===== src/rtl/hit_arbiter_if.sv =====
// Hit-event handshake between hit_arbiter (master) and the game processor (slave).
interface hit_arbiter_if;
    logic        hit_valid;
    logic        hit_ready;
    logic        hit_target;
    logic [31:0] hit_knockback;
    logic [15:0] hit_damage;

    modport master (
        output hit_valid,
        output hit_target,
        output hit_knockback,
        output hit_damage,
        input  hit_ready
    );

    modport slave (
        input  hit_valid,
        input  hit_target,
        input  hit_knockback,
        input  hit_damage,
        output hit_ready
    );
endinterface


===== src/rtl/hit_arbiter.sv =====
// Turns per-character level attack words into one-per-attack hit events, arbitrates
// them round-robin to the processor and owns each character's damage and invulnerability.
module hit_arbiter #(
    parameter int unsigned INVULN_FRAMES = 30,
    parameter int unsigned DMG_SMASH     = 12,
    parameter int unsigned DMG_JAB       = 3,
    parameter int unsigned DMG_SPECIAL   = 8,
    parameter int unsigned DMG_MAX       = 999
) (
    input  logic                 clock,
    input  logic                 reset,
    input  logic                 frame_tick,
    input  logic [31:0]          attack1,
    input  logic [31:0]          knockback1,
    input  logic [31:0]          attack2,
    input  logic [31:0]          knockback2,
    hit_arbiter_if.master        hit,
    output logic [15:0]          damage1,
    output logic [15:0]          damage2,
    output logic                 invuln1,
    output logic                 invuln2
);
    localparam logic [7:0]  LP_INV     = 8'(INVULN_FRAMES);
    localparam logic [15:0] LP_SMASH   = 16'(DMG_SMASH);
    localparam logic [15:0] LP_JAB     = 16'(DMG_JAB);
    localparam logic [15:0] LP_SPECIAL = 16'(DMG_SPECIAL);
    localparam logic [16:0] LP_MAX     = 17'(DMG_MAX);

    typedef enum logic {S_IDLE, S_OFFER} state_t;

    state_t      r_state, w_state_next;
    logic        r_armed1, r_armed2, r_pend1, r_pend2;
    logic [31:0] r_kb1, r_kb2;
    logic [15:0] r_add1, r_add2;
    logic        r_rr;
    logic        r_hit_target;
    logic [31:0] r_hit_kb;
    logic [15:0] r_hit_dmg;
    logic [15:0] r_damage1, r_damage2;
    logic [7:0]  r_inv1, r_inv2;

    logic        w_cap1, w_cap2, w_grant1, w_grant2, w_accept;
    logic [16:0] w_sum;
    logic [15:0] w_sat;
    logic        w_unused;

    // Lowest set bit of attack[10:1] selects the damage class.
    function automatic logic [15:0] dmg_of(input logic [31:0] a);
        if (|a[4:1])       return LP_SMASH;
        else if (a[5])     return LP_JAB;
        else if (|a[10:6]) return LP_SPECIAL;
        else               return '0;
    endfunction

    assign invuln1 = (r_inv1 != '0);
    assign invuln2 = (r_inv2 != '0);
    assign w_cap1  = attack1[0] & r_armed1 & ~invuln2 & ~r_pend1;
    assign w_cap2  = attack2[0] & r_armed2 & ~invuln1 & ~r_pend2;

    always_ff @(posedge clock) begin
        if (reset) r_state <= S_IDLE;
        else       r_state <= w_state_next;
    end

    always_comb begin
        w_state_next = r_state;
        w_grant1     = 1'b0;
        w_grant2     = 1'b0;
        w_accept     = 1'b0;
        case (r_state)
            S_IDLE: begin
                // r_rr = 0 favours attacker 1; a lone requester always wins.
                if (r_pend1 && (!r_pend2 || !r_rr)) w_grant1 = 1'b1;
                else if (r_pend2)                   w_grant2 = 1'b1;
                if (w_grant1 || w_grant2) w_state_next = S_OFFER;
            end
            S_OFFER: begin
                if (hit.hit_ready) begin
                    w_accept     = 1'b1;
                    w_state_next = S_IDLE;
                end
            end
            default: w_state_next = S_IDLE;
        endcase
    end

    assign w_sum = w_grant1 ? ({1'b0, r_damage2} + {1'b0, r_add1})
                            : ({1'b0, r_damage1} + {1'b0, r_add2});
    assign w_sat = (w_sum > LP_MAX) ? LP_MAX[15:0] : w_sum[15:0];

    always_ff @(posedge clock) begin
        if (reset) begin
            r_armed1     <= 1'b1;
            r_armed2     <= 1'b1;
            r_pend1      <= 1'b0;
            r_pend2      <= 1'b0;
            r_kb1        <= '0;
            r_kb2        <= '0;
            r_add1       <= '0;
            r_add2       <= '0;
            r_rr         <= 1'b0;
            r_hit_target <= 1'b0;
            r_hit_kb     <= '0;
            r_hit_dmg    <= '0;
            r_damage1    <= '0;
            r_damage2    <= '0;
            r_inv1       <= '0;
            r_inv2       <= '0;
        end else begin
            if (!attack1[11]) r_armed1 <= 1'b1;
            else if (w_cap1)  r_armed1 <= 1'b0;
            if (!attack2[11]) r_armed2 <= 1'b1;
            else if (w_cap2)  r_armed2 <= 1'b0;

            if (w_cap1) begin
                r_pend1 <= 1'b1;
                r_kb1   <= knockback1;
                r_add1  <= dmg_of(attack1);
            end else if (w_grant1) begin
                r_pend1 <= 1'b0;
            end
            if (w_cap2) begin
                r_pend2 <= 1'b1;
                r_kb2   <= knockback2;
                r_add2  <= dmg_of(attack2);
            end else if (w_grant2) begin
                r_pend2 <= 1'b0;
            end

            if (w_grant1 || w_grant2) begin
                r_rr         <= w_grant1;
                r_hit_target <= w_grant1;
                r_hit_kb     <= w_grant1 ? r_kb1 : r_kb2;
                r_hit_dmg    <= w_sat;
            end

            // A load on acceptance takes precedence over the frame decrement.
            if (w_accept && !r_hit_target) begin
                r_damage1 <= r_hit_dmg;
                r_inv1    <= LP_INV;
            end else if (frame_tick && invuln1) begin
                r_inv1    <= r_inv1 - 8'd1;
            end
            if (w_accept && r_hit_target) begin
                r_damage2 <= r_hit_dmg;
                r_inv2    <= LP_INV;
            end else if (frame_tick && invuln2) begin
                r_inv2    <= r_inv2 - 8'd1;
            end
        end
    end

    assign hit.hit_valid     = (r_state == S_OFFER);
    assign hit.hit_target    = r_hit_target;
    assign hit.hit_knockback = r_hit_kb;
    assign hit.hit_damage    = r_hit_dmg;
    assign damage1           = r_damage1;
    assign damage2           = r_damage2;

    assign w_unused = &{1'b0, attack1[31:12], attack2[31:12]};
endmodule


===== src/flat_wrapper.sv =====
// flat-port wrapper written by rule: the top's interface ports become plain ports
module hit_arbiter_flat 
#(
    parameter int unsigned INVULN_FRAMES = 30,
    parameter int unsigned DMG_SMASH     = 12,
    parameter int unsigned DMG_JAB       = 3,
    parameter int unsigned DMG_SPECIAL   = 8,
    parameter int unsigned DMG_MAX       = 999
)
  (clock, reset, frame_tick, attack1, knockback1, attack2, knockback2, damage1, damage2, invuln1, invuln2, hit_hit_valid, hit_hit_target, hit_hit_knockback, hit_hit_damage, hit_hit_ready);
  hit_arbiter_if hit_i ();
  input  logic clock;
  input  logic reset;
  input  logic frame_tick;
  input  logic [31:0] attack1;
  input  logic [31:0] knockback1;
  input  logic [31:0] attack2;
  input  logic [31:0] knockback2;
  output logic [15:0] damage1;
  output logic [15:0] damage2;
  output logic invuln1;
  output logic invuln2;
  output wire logic [$bits(hit_i.hit_valid)-1:0] hit_hit_valid;
  output wire logic [$bits(hit_i.hit_target)-1:0] hit_hit_target;
  output wire logic [$bits(hit_i.hit_knockback)-1:0] hit_hit_knockback;
  output wire logic [$bits(hit_i.hit_damage)-1:0] hit_hit_damage;
  input wire logic [$bits(hit_i.hit_ready)-1:0] hit_hit_ready;
  assign hit_hit_valid = hit_i.hit_valid;
  assign hit_hit_target = hit_i.hit_target;
  assign hit_hit_knockback = hit_i.hit_knockback;
  assign hit_hit_damage = hit_i.hit_damage;
  assign hit_i.hit_ready = hit_hit_ready;
  hit_arbiter #(.INVULN_FRAMES(INVULN_FRAMES), .DMG_SMASH(DMG_SMASH), .DMG_JAB(DMG_JAB), .DMG_SPECIAL(DMG_SPECIAL), .DMG_MAX(DMG_MAX)) u_core (.clock(clock), .reset(reset), .frame_tick(frame_tick), .attack1(attack1), .knockback1(knockback1), .attack2(attack2), .knockback2(knockback2), .hit(hit_i), .damage1(damage1), .damage2(damage2), .invuln1(invuln1), .invuln2(invuln2));
endmodule

===== config.mk =====
export PLATFORM = sky130hd
export DESIGN_NAME = hit_arbiter_flat
export DESIGN_NICKNAME = d
export VERILOG_FILES = /design/src/rtl/hit_arbiter_if.sv /design/src/rtl/hit_arbiter.sv /design/src/flat_wrapper.sv
export SDC_FILE = /design/constraint.sdc
export NUM_CORES = 1
export LEC_CHECK = 0
export ABC_AREA = 1
export CAP_MARGIN = 20
export CORE_AREA = 5 5 137 139
export DETAILED_ROUTE_END_ITERATION = 6
export DIE_AREA = 0 0 142 144
export GPL_TIMING_DRIVEN = 0
export PLACE_DENSITY = 0.74
export SLEW_MARGIN = 20
export SYNTH_ARGS = -nofsm -noshare
export SYNTH_HDL_FRONTEND = slang
export SYNTH_SLANG_ARGS = --single-unit

===== constraint.sdc =====
create_clock -name clock -period 6.28 [get_ports clock]
set_input_delay 1.256 -clock clock [delete_from_list [all_inputs] [get_ports clock]]
set_output_delay 1.256 -clock clock [all_outputs]
set_load 0.1 [all_outputs]

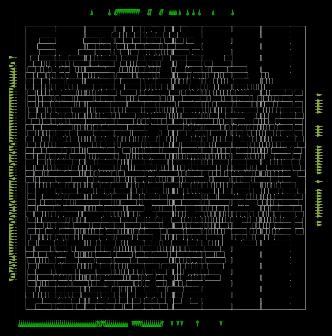
Figure 1: run 1, placed standard cells.
post-layout util: 58.5%
post-route insts no fill: 1,491
number of placement rows: 49

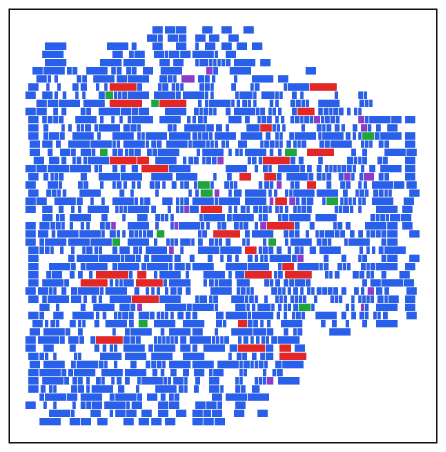
Figure 2: run 1, sizing map.
Drawn at 3 px/µm.
legend:
  _3 and _4 cells:
    colour: green
    cells: 13
    share: 1.0%
  _0 and _1 cells:
    colour: blue
    cells: 1,195
    share: 95%
  _2 cells:
    colour: purple
    cells: 22
    share: 1.7%
  _6 and larger:
    colour: red
    cells: 32
    share: 2.5%

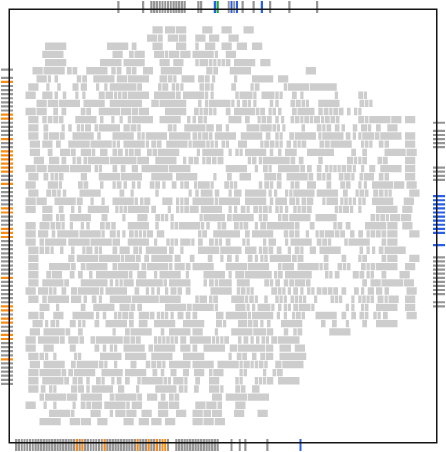
Figure 3: run 1, ports around the boundary.
Drawn at 3 px/µm. Pins as bars across the die edge, other pins in grey.
legend:
  knockback1:
    colour: orange
    pins: 32
    direction: input
    edge: 24 west, 8 south
  hit_hit_ready:
    colour: green
    pins: 1
    direction: input
    edge: north
  hit_hit_damage:
    colour: blue
    pins: 16
    direction: output
    edge: 11 east, 4 north, 1 south
all pins by edge: 77 west, 77 south, 33 east, 29 north

[run 1: tightest hold or removal path: stages, from the launching register on]
cell and delay (ns):
dfxtp_1 0.31, nand2_1 0.06, a21oi_1 0.05
[run 1: area by class of cell]
cell class              count  area share (%)
multi-input cells         747            35.3
repair buffers            174            17.0
inverters                  81            2.96
well taps                 229            2.79
plain buffers              56            2.41
clock buffers              17            4.14
clock inverters            15            1.89
flip-flops and latches    172            33.5
[run 1: power groups by stage]
stage          combinational, W  clock (W)  sequential (W)
2_1_floorplan           0.00131          0         0.00279
6_report                0.00316    0.00111         0.00178
3_5_place_dp            0.00315          0         0.00179
5_1_grt                 0.00341    0.00116         0.00182
4_1_cts                 0.00316    0.00112         0.00177
3_3_place_gp            0.00311          0         0.00178
==> notes.md, run 1 <==
The net count of the mapped netlist was 1,200; the area of the die was 20,400 µm². The global routing report lists met2 layer usage as 39.6%. Sequential cells account for 29.4% of the total power. The CTS report gives the tree buffer count as 17. The fraction of registers with async set or reset after synthesis is 0%, and the delay contributed by the slowest stage of the critical path is 0.99 ns. The total overflow left after global routing is 0. Top layer reached by signal wires: met5. The synthesized netlist devotes 19.0% of its cell area to compound gates.

TritonCTS built the clock tree. The run gives 29.5% as the worst slew margin relative to its limit. Setup repair after global routing left no endpoint under its margin. Per the detailed-route log, wirelength across all metal layers totals 23,700 µm. For this sky-water flow run, the detailed-routed wirelength per cell is reported as 15.9 µm.

The reg2reg setup slack is 3.87 ns. Per the final layout report, the fraction of cells sized above drive strength 1 comes to 5.31%. The path type of the worst setup path was register to output port.

In this run the worst path has a maximum fanout of 4. The core region is 17,500 µm². The tools report the final setup violation count as 0. The stat command in Yosys gives a chip area of 7620 µm². The critical path ends at invuln2. The detailed placement HPWL was 18,100 µm; the post-placement worst setup slack was 2.84 ns. The register clock-pin slew on the reported worst setup and hold paths came out at 0.07 ns. Number of register bits inferred by synthesis: 172. The tools report the number of buffers added to fix hold violations after cts as 0. The arithmetic-cell share of the synthesized area counting full adders, half adders and majority gates was 2.17%.

With the internal power component at 0.00293 W, the global placer's final weighted congestion is 0.878. In this run the power density over the cells is 589 nW/µm². CTS saw 172 sinks. The number of buffers inserted by port buffering is 174. The maximum clock frequency was 0.257 GHz. Combinational power share: 52.2%. For the number of remaining DRC errors, the log shows 0. The switching part of the total power works out to 51.5%. The initial antenna violation count was 3; the smallest setup slack after layout was 2.39 ns. The detailed-routed wire length on met3 is 2000 µm, and the count of instances resized after the clock tree is built is 0. Area fraction in and, or, nand and nor cells: 25.9%.

Across all hold checks on the routed design, the worst slack comes to 0.463 ns. In this run the worst setup path begins at u_core.r_inv2[0]. The run gives 7.21 µm² for the mean instance size in the synthesized netlist. The post-synthesis sequential area ratio was 45.2%.

In the final report, the number of pins over their slew limit comes to 0. The number of standard cells reported by yosys is 1,056. The floorplan step records an initial core utilization of 43.4%. The flow ran to the end, and the final reports show no timing, DRC or antenna violations. Before antenna repair, the detailed router went through 5 iterations. The count of buffers added by post-CTS timing repair for setup is 0, and the area growth from synthesis to layout is 34.8%. The main area contributors are dfxtp_1 (45%), nor2_1 (9.8%), o21ai_0 (9.3%).

Warnings reported by Yosys during synthesis add up to 0. The number of nets still failing antenna checks after routing was 0.
Figure 4. Routed metal, one colour a layer (run 1).
Drawn at 3 px/µm. Only two layers are drawn.
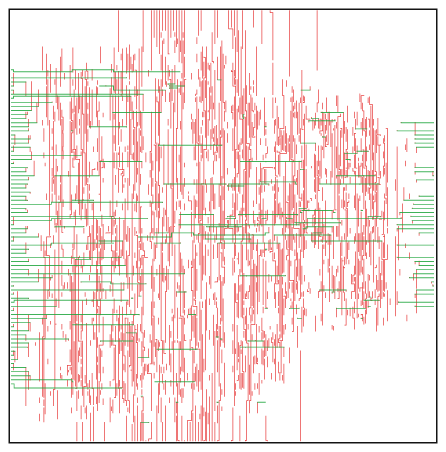

==> run 2: changes to the inputs <==
--- a/config.mk
+++ b/config.mk
@@ -7,9 +7,9 @@
 export LEC_CHECK = 0
 export ABC_AREA = 1
 export CAP_MARGIN = 20
-export CORE_AREA = 5 5 137 139
+export CORE_AREA = 5 5 140 142
 export DETAILED_ROUTE_END_ITERATION = 6
-export DIE_AREA = 0 0 142 144
+export DIE_AREA = 0 0 145 147
 export GPL_TIMING_DRIVEN = 0
 export PLACE_DENSITY = 0.74
 export SLEW_MARGIN = 20
==> constraint.sdc (replaced) <==
create_clock -name clock -period 3.3 [get_ports clock]
set_input_delay 0.66 -clock clock [delete_from_list [all_inputs] [get_ports clock]]
set_output_delay 0.66 -clock clock [all_outputs]
set_load 0.1 [all_outputs]
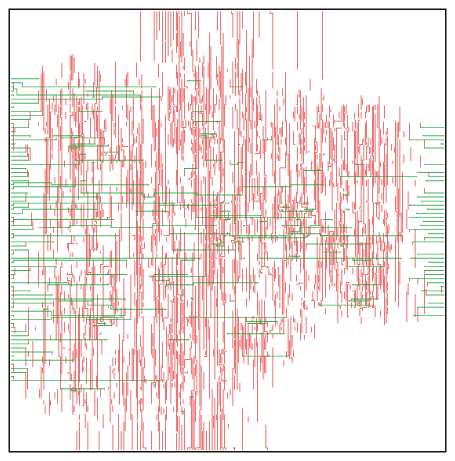
Figure 5: run 2, routed metal, one colour a layer.
Drawn at 3 px/µm. Only two layers are drawn.
legend:
  metal 2:
    colour: red
    wire_length: 11,300 µm
  metal 3:
    colour: green
    wire_length: 2,360 µm

==> run 2 against run 1 <==
Clock power up about 80%; register-to-register slack worse by 2.9 ns; worst setup slack got worse by 2.2 ns; sequential share of layout area up 0.061 points; sequential power rose by about 90%; critical path depth did not move; wire length grew 1.7%; non-clock buffer count unchanged; die area increased by 4.2%; core utilization is 2.6 points lower; cell count increased by 0.34%; critical path type unchanged; sequential cell count stayed put.
==> notes.md, run 2 <==
The run finished with clean final reports. The tools report the global placer's final weighted congestion as 0.905 (was 0.878). The run gives 0.400 ns (was 2.84 ns) for the post-placement worst setup slack.

The number of signal-net inverters in the final layout was 81 (unchanged). The placeable core area is 18,300 µm² (was 17,500 µm²), and the count of instances resized after the clock tree is built is 1 (was 0). The group drawing the most power is combinational logic (unchanged). With the post-synthesis share of cell area spent on and-or and or-and gates at 19.0% (unchanged), the switching part of the total power is 52.4% (was 51.5%). With the buffers plus inverters on the worst setup path at 4 (unchanged), the arithmetic-cell share of the synthesized area counting full adders, half adders and majority gates is 2.17% (unchanged). The total leakage power came out at 4.04 nW (about the same). Leading cell type by number of instances after synthesis: nor2_1 (unchanged). The path type of the worst setup path was register to output port (unchanged).

Top area cells in the synthesized netlist: dfxtp_1 (45%), nor2_1 (9.8%), o21ai_0 (9.3%) (unchanged). The delay contributed by the slowest stage of the critical path was 0.62 ns (was 0.99 ns); the number of combinational gates with multiple inputs was 747 (unchanged). The relative contribution of sequential cells to total power is 29.7% (was 29.4%), and the power density normalized to cell area is 1110 nW/µm² (was 589 nW/µm²). The run gives 0 (unchanged) as the final setup violation count.

Cell type taking the most area: combinational gates (unchanged). The number of cell rows came out at 50 (was 49). The tools report the total clock sinks as 172 (unchanged).

The register fraction of the total cell area is 33.6% (was 33.5%), and the fraction of registers with async set or reset after synthesis is 0% (unchanged). The final cell count without fillers came out at 1,496 (was 1,491). The non-clock buffer share of cell area is 19.4% (about the same), and the number of clock-tree buffers in the layout is 17 (unchanged).

The run gives 41.6% (was 43.4%) as the core utilization at floorplan. The run gives 0 (unchanged) for the number of pins exceeding their max-slew limit in the final report. The routed length per placed instance is 16.1 µm (was 15.9 µm). The reg2reg setup slack was 0.94 ns (was 3.87 ns). Power attributed to sequential cells: 0.00339 W (was 0.00178 W).

The clock buffer count from CTS was 17 (unchanged); the total number of tap cells was 234 (was 229). Number of remaining DRC errors: 0 (unchanged). For the yosys stat chip area, the log shows 7620 µm² (unchanged). The number of standard cells reported by yosys is 1,056 (unchanged).

For the first-pass iteration count of the detailed router, the log shows 5 (unchanged). The mean instance size in the synthesized netlist is 7.21 µm² (unchanged). The number of flip-flops and latches came out at 172 (unchanged). The combinational power is 0.00603 W (was 0.00316 W), and the worst slew margin relative to its limit is 28.0% (was 29.5%). For the net count of the mapped netlist, the log shows 1,200 (unchanged). The tools report the clock group power as 0.00200 W (was 0.00111 W).

Cell Chain, Critical Path: inv_1 -> ha_1 -> inv_1 -> nor4_1 -> inv_1 -> dlygate4sd2_1 (was inv_1 -> ha_1 -> inv_1 -> nor4_1 -> inv_1 -> clkdlybuf4s50_1). The residual overflow from global routing was 0 (unchanged). The run gives 1 (was 3) for the initial antenna violation count. The tools report the count of buffers added by post-CTS timing repair for setup as 0 (unchanged). The tools report the internal power component as 0.00543 W (was 0.00293 W). The run gives 0.07 ns (about the same) for the register clock-pin slew on the reported worst setup and hold paths.

The run gives 45.2% (unchanged) as the post-synthesis sequential area ratio. For the number of buffers added to fix hold violations after cts, the log shows 0 (unchanged). TritonCTS built the clock tree.

The ratio of cells with drive above 1 in the final layout was 5.31% (unchanged). The biggest fanout along the worst timing path is 4 (unchanged). The area fraction of clock buffers and clock inverters was 5.79% (was 6.03%). With the wire length after detailed routing at 24,100 µm (was 23,700 µm), the detailed placement HPWL is 18,200 µm (was 18,100 µm).

Area growth from synthesis to layout: 34.5% (was 34.8%). Setup repair after global routing left no endpoint under its margin. The smallest setup slack after layout was 0.242 ns (was 2.39 ns). Combinational power share: 52.8% (was 52.2%). Derived from the worst setup path, the maximum achievable clock frequency is 0.327 GHz.

The run gives 21,300 µm² (was 20,400 µm²) as the area of the die. The final hold slack was 0.467 ns (was 0.463 ns); the multi-input gate share of total cell area was 35.4% (was 35.3%).
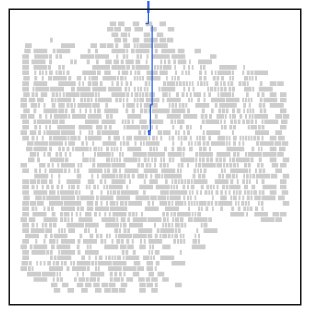
Figure 6: run 2, nets reached from selected ports.
Drawn at 2 px/µm.
legend:
  hit_hit_ready:
    colour: blue
    bits: 1
    direction: input
    edge: north
    end_cells: 1
    buffers: 1
    wire: 62.9 µm

run 2: routing by layer:
metal / global-route usage (%) / routed length, µm / vias up
li1: - / - / 3921
met1: 26.4 / 9920 / 3601
met2: 36.6 / 11300 / 314
met3: 7.28 / 2360 / 47
met4: 7.34 / 530 / 2
met5: 0 / 7 / -
run 2: worst max-delay path by stage:
stage / slack [ns] / cells after the start / startpoint / end
detailed placement: 0.40 / 6 / u_core.r_inv2[0] / invuln2
global placement: 0.40 / 6 / u_core.r_inv2[0] / invuln2
floorplan: 0.67 / 14 / u_core.damage2[2] / u_core.hit.hit_damage[0]
CTS: 0.08 / 8 / u_core.r_inv1[1] / invuln1
global route: 0.16 / 6 / u_core.r_inv2[0] / invuln2
finish: 0.24 / 6 / u_core.r_inv2[0] / invuln2
Figure 7. Placed standard cells (run 2).
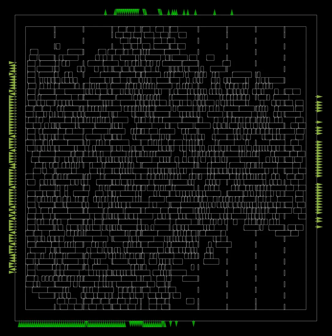

==> run 3: changes to the inputs <==
--- a/config.mk
+++ b/config.mk
@@ -7,9 +7,9 @@
 export LEC_CHECK = 0
 export ABC_AREA = 1
 export CAP_MARGIN = 20
-export CORE_AREA = 5 5 140 142
+export CORE_AREA = 5 5 137 139
 export DETAILED_ROUTE_END_ITERATION = 6
-export DIE_AREA = 0 0 145 147
+export DIE_AREA = 0 0 142 144
 export GPL_TIMING_DRIVEN = 0
 export PLACE_DENSITY = 0.74
 export SLEW_MARGIN = 20
==> constraint.sdc (replaced) <==
create_clock -name clock -period 3.8 [get_ports clock]
set_input_delay 0.76 -clock clock [delete_from_list [all_inputs] [get_ports clock]]
set_output_delay 0.76 -clock clock [all_outputs]
set_load 0.1 [all_outputs]
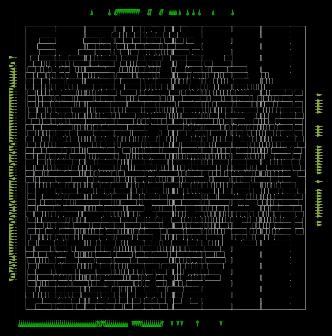
Figure 8: run 3, placed standard cells.
# Taps: 229
placeable core region: 17,500 µm²
sequential portion of the cell area: 33.5%
number of fillers in the final layout: 1,641

==> run 3 against run 2 <==
Wire length decreased by 1.7%; clock skew decreased by 0.0014 ns; cell count decreased by 0.33%; sequential cell count unchanged; sequential power decreased by 13%; non-clock buffer count unchanged; core utilization increased by 2.6 points; hold slack got worse by 0.0039 ns; register-to-register slack improved by 0.45 ns; critical path type unchanged; largest power group unchanged; highest routed layer unchanged.
==> notes.md, run 3 <==
The worst-case clock skew is 0.00979 ns (was 0.0112 ns). The buffers plus inverters on the worst setup path is 4 (unchanged), and the delay contributed by the slowest stage of the critical path is 0.99 ns (was 0.62 ns). The yosys stat chip area came out at 7620 µm² (unchanged).

Biggest fanout along the worst timing path: 4 (unchanged). The average via count per standard cell was 5.24 (was 5.27). The post-synthesis sequential area ratio is 45.2% (unchanged). Cell repeated most along the worst path: inv_1 (unchanged).

Dominant combinational cell family by area after synthesis: simple AND/OR/NAND/NOR gates (unchanged). The number of nets still failing antenna checks after routing was 0 (unchanged); the height of the die was 144 µm (was 147 µm). The run gives 19 (was 20) for the largest net degree at the start of global routing.

The run gives 28.0% (was 26.4%) as the global routing usage on met1. The final cell count without fillers is 1,491 (was 1,496), and the final net count is 1,393 (unchanged). With the maximum clock frequency at 0.295 GHz, the clock buffer count from CTS is 17 (unchanged). The path type of the worst setup path is register to output port (unchanged). The detailed placement HPWL came out at 18,100 µm (was 18,200 µm). TritonCTS built the clock tree. The arithmetic-cell share of the synthesized area counting full adders, half adders and majority gates was 2.17% (unchanged). The smallest setup slack after layout is 0.408 ns (was 0.242 ns).

The register clock-pin slew on the reported worst setup and hold paths was 0.07 ns (about the same). Cell Chain, Critical Path: inv_1 -> ha_1 -> inv_1 -> nor4_1 -> inv_1 -> clkdlybuf4s50_1 (was inv_1 -> ha_1 -> inv_1 -> nor4_1 -> inv_1 -> dlygate4sd2_1). Cell at the slowest stage of the critical path: clkdlybuf4s50_1 (was dlygate4sd2_1).

The power density normalized to cell area is 973 nW/µm² (was 1110 nW/µm²). The termination of the worst setup path is invuln2 (unchanged). The area of the die is 20,400 µm² (was 21,300 µm²), and the post-route cell area is 10,300 µm² (was 10,200 µm²). The detailed-routing wirelength on met1 is 9740 µm (was 9920 µm), and the number of buffers inserted by port buffering is 174 (unchanged). The total leakage power is 4.04 nW (about the same), and the met3 usage is 7.01% (was 7.28%). Path length in cells of the critical path: 6 (unchanged). The worst slew margin relative to its limit is 29.5% (was 28.0%), and the number of register bits inferred by synthesis is 172 (unchanged). For the number of DRC violations after detailed-routing iteration 0, the log shows 637 (was 581). The residual overflow from global routing is 0 (unchanged). The post-synthesis share of cell area spent on and-or and or-and gates is 19.0% (unchanged), and the wire length of the first global-routing pass is 37,800 µm (was 38,000 µm). The total clock sinks was 172 (unchanged); the post-synthesis cell area was 7620 µm² (unchanged). Top area cells in the synthesized netlist: dfxtp_1 (45%), nor2_1 (9.8%), o21ai_0 (9.3%) (unchanged). The count of buffers added by post-CTS timing repair for setup is 0 (unchanged), and the routed length per placed instance is 15.9 µm (was 16.1 µm). The initial antenna violation count was 3 (was 1); the final setup TNS was 0 ns (unchanged). The area growth from synthesis to layout is 34.8% (was 34.5%), and the net count of the mapped netlist is 1,200 (unchanged). Fraction of registers with async set or reset after synthesis: 0% (unchanged). For the post-placement worst setup slack, the log shows 0.853 ns (was 0.400 ns).

Peak-usage layer in the global routing report: met2 (unchanged). The number of warnings issued by yosys is 0 (unchanged). The number of pins exceeding their max-slew limit in the final report was 0 (unchanged). Setup repair after global routing left no endpoint under its margin. For the core utilization at floorplan, the log shows 43.4% (was 41.6%). The leading cell type by number of instances after synthesis was nor2_1 (unchanged). The area fraction in and, or, nand and nor cells came out at 25.9% (unchanged). The number of standard cells reported by yosys was 1,056 (unchanged). The tools report the first-pass iteration count of the detailed router as 5 (unchanged). The run gives 58.5% (was 55.9%) as the final design utilization. Number of remaining DRC errors: 0 (unchanged). For the wire length after detailed routing, the log shows 23,700 µm (was 24,100 µm). The tools report the number of cell rows as 49 (was 50).

Xor and xnor fraction of the mapped netlist area: 0.460% (unchanged). The run gives 5.31% (unchanged) for the ratio of cells with drive above 1 in the final layout. For the final setup violation count, the log shows 0 (unchanged). The mean instance size in the synthesized netlist came out at 7.21 µm² (unchanged). The run gives 0 (unchanged) for the number of max-capacitance violations reported.

The total number of warnings across the stage logs was 66 (unchanged). Top layer reached by signal wires: met5 (unchanged). The tools report the reg2reg setup slack as 1.39 ns (was 0.94 ns). The global-route total usage across every layer is 23.3% (was 21.8%), and the met2 global-route usage is 39.6% (was 36.6%). The met2 routed wirelength is 11,300 µm (about the same), and the global placer's final weighted congestion is 0.878 (was 0.905). The run gives 0.463 ns (was 0.467 ns) for the final hold slack. Number of buffers added to fix hold violations after cts: 0 (unchanged). The run gives 2000 µm (was 2360 µm) for the detailed-routed wire length on met3. After layout, the minimum clock period comes to 3.39 ns. The insertion delay at the late pin of the worst-skew pair came out at 0.44 ns (about the same). The source of the critical timing path is u_core.r_inv2[0] (unchanged). The count of instances resized after the clock tree is built came out at 0 (was 1).

The flow ran to the end, and the final reports show no timing, DRC or antenna violations.
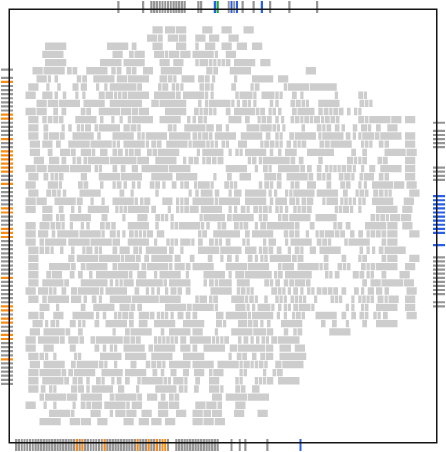
Figure 9: run 3, ports around the boundary.
Drawn at 3 px/µm. Pins as bars across the die edge, other pins in grey.
legend:
  knockback1:
    colour: orange
    pins: 32
    direction: input
    edge: 24 west, 8 south
  hit_hit_damage:
    colour: blue
    pins: 16
    direction: output
    edge: 11 east, 4 north, 1 south
  hit_hit_ready:
    colour: green
    pins: 1
    direction: input
    edge: north

run 3: cell counts after synthesis:
Identical to the previous run, type by type.
run 3: layout make-up:
| cell class | count | area, µm² | share of cell area, % |
|---|---|---|---|
| buffer | 56 | 248 | 2.41 |
| sequential | 172 | 3440 | 33.5 |
| timing repair buffer | 174 | 1740 | 17.0 |
| inverter | 81 | 304 | 2.96 |
| tap | 229 | 287 | 2.79 |
| multi-input combinational | 747 | 3620 | 35.3 |
| clock inverter | 15 | 194 | 1.89 |
| clock buffer | 17 | 425 | 4.14 |
run 3: report_power, final:
group / total [W] / internal [W] / switching, W
clock: 0.00183 / 0.00101 / 0.000825
combinational: 0.00522 / 0.00138 / 0.00384
sequential: 0.00294 / 0.00246 / 0.000478
Power and IR drop assume default switching activity.
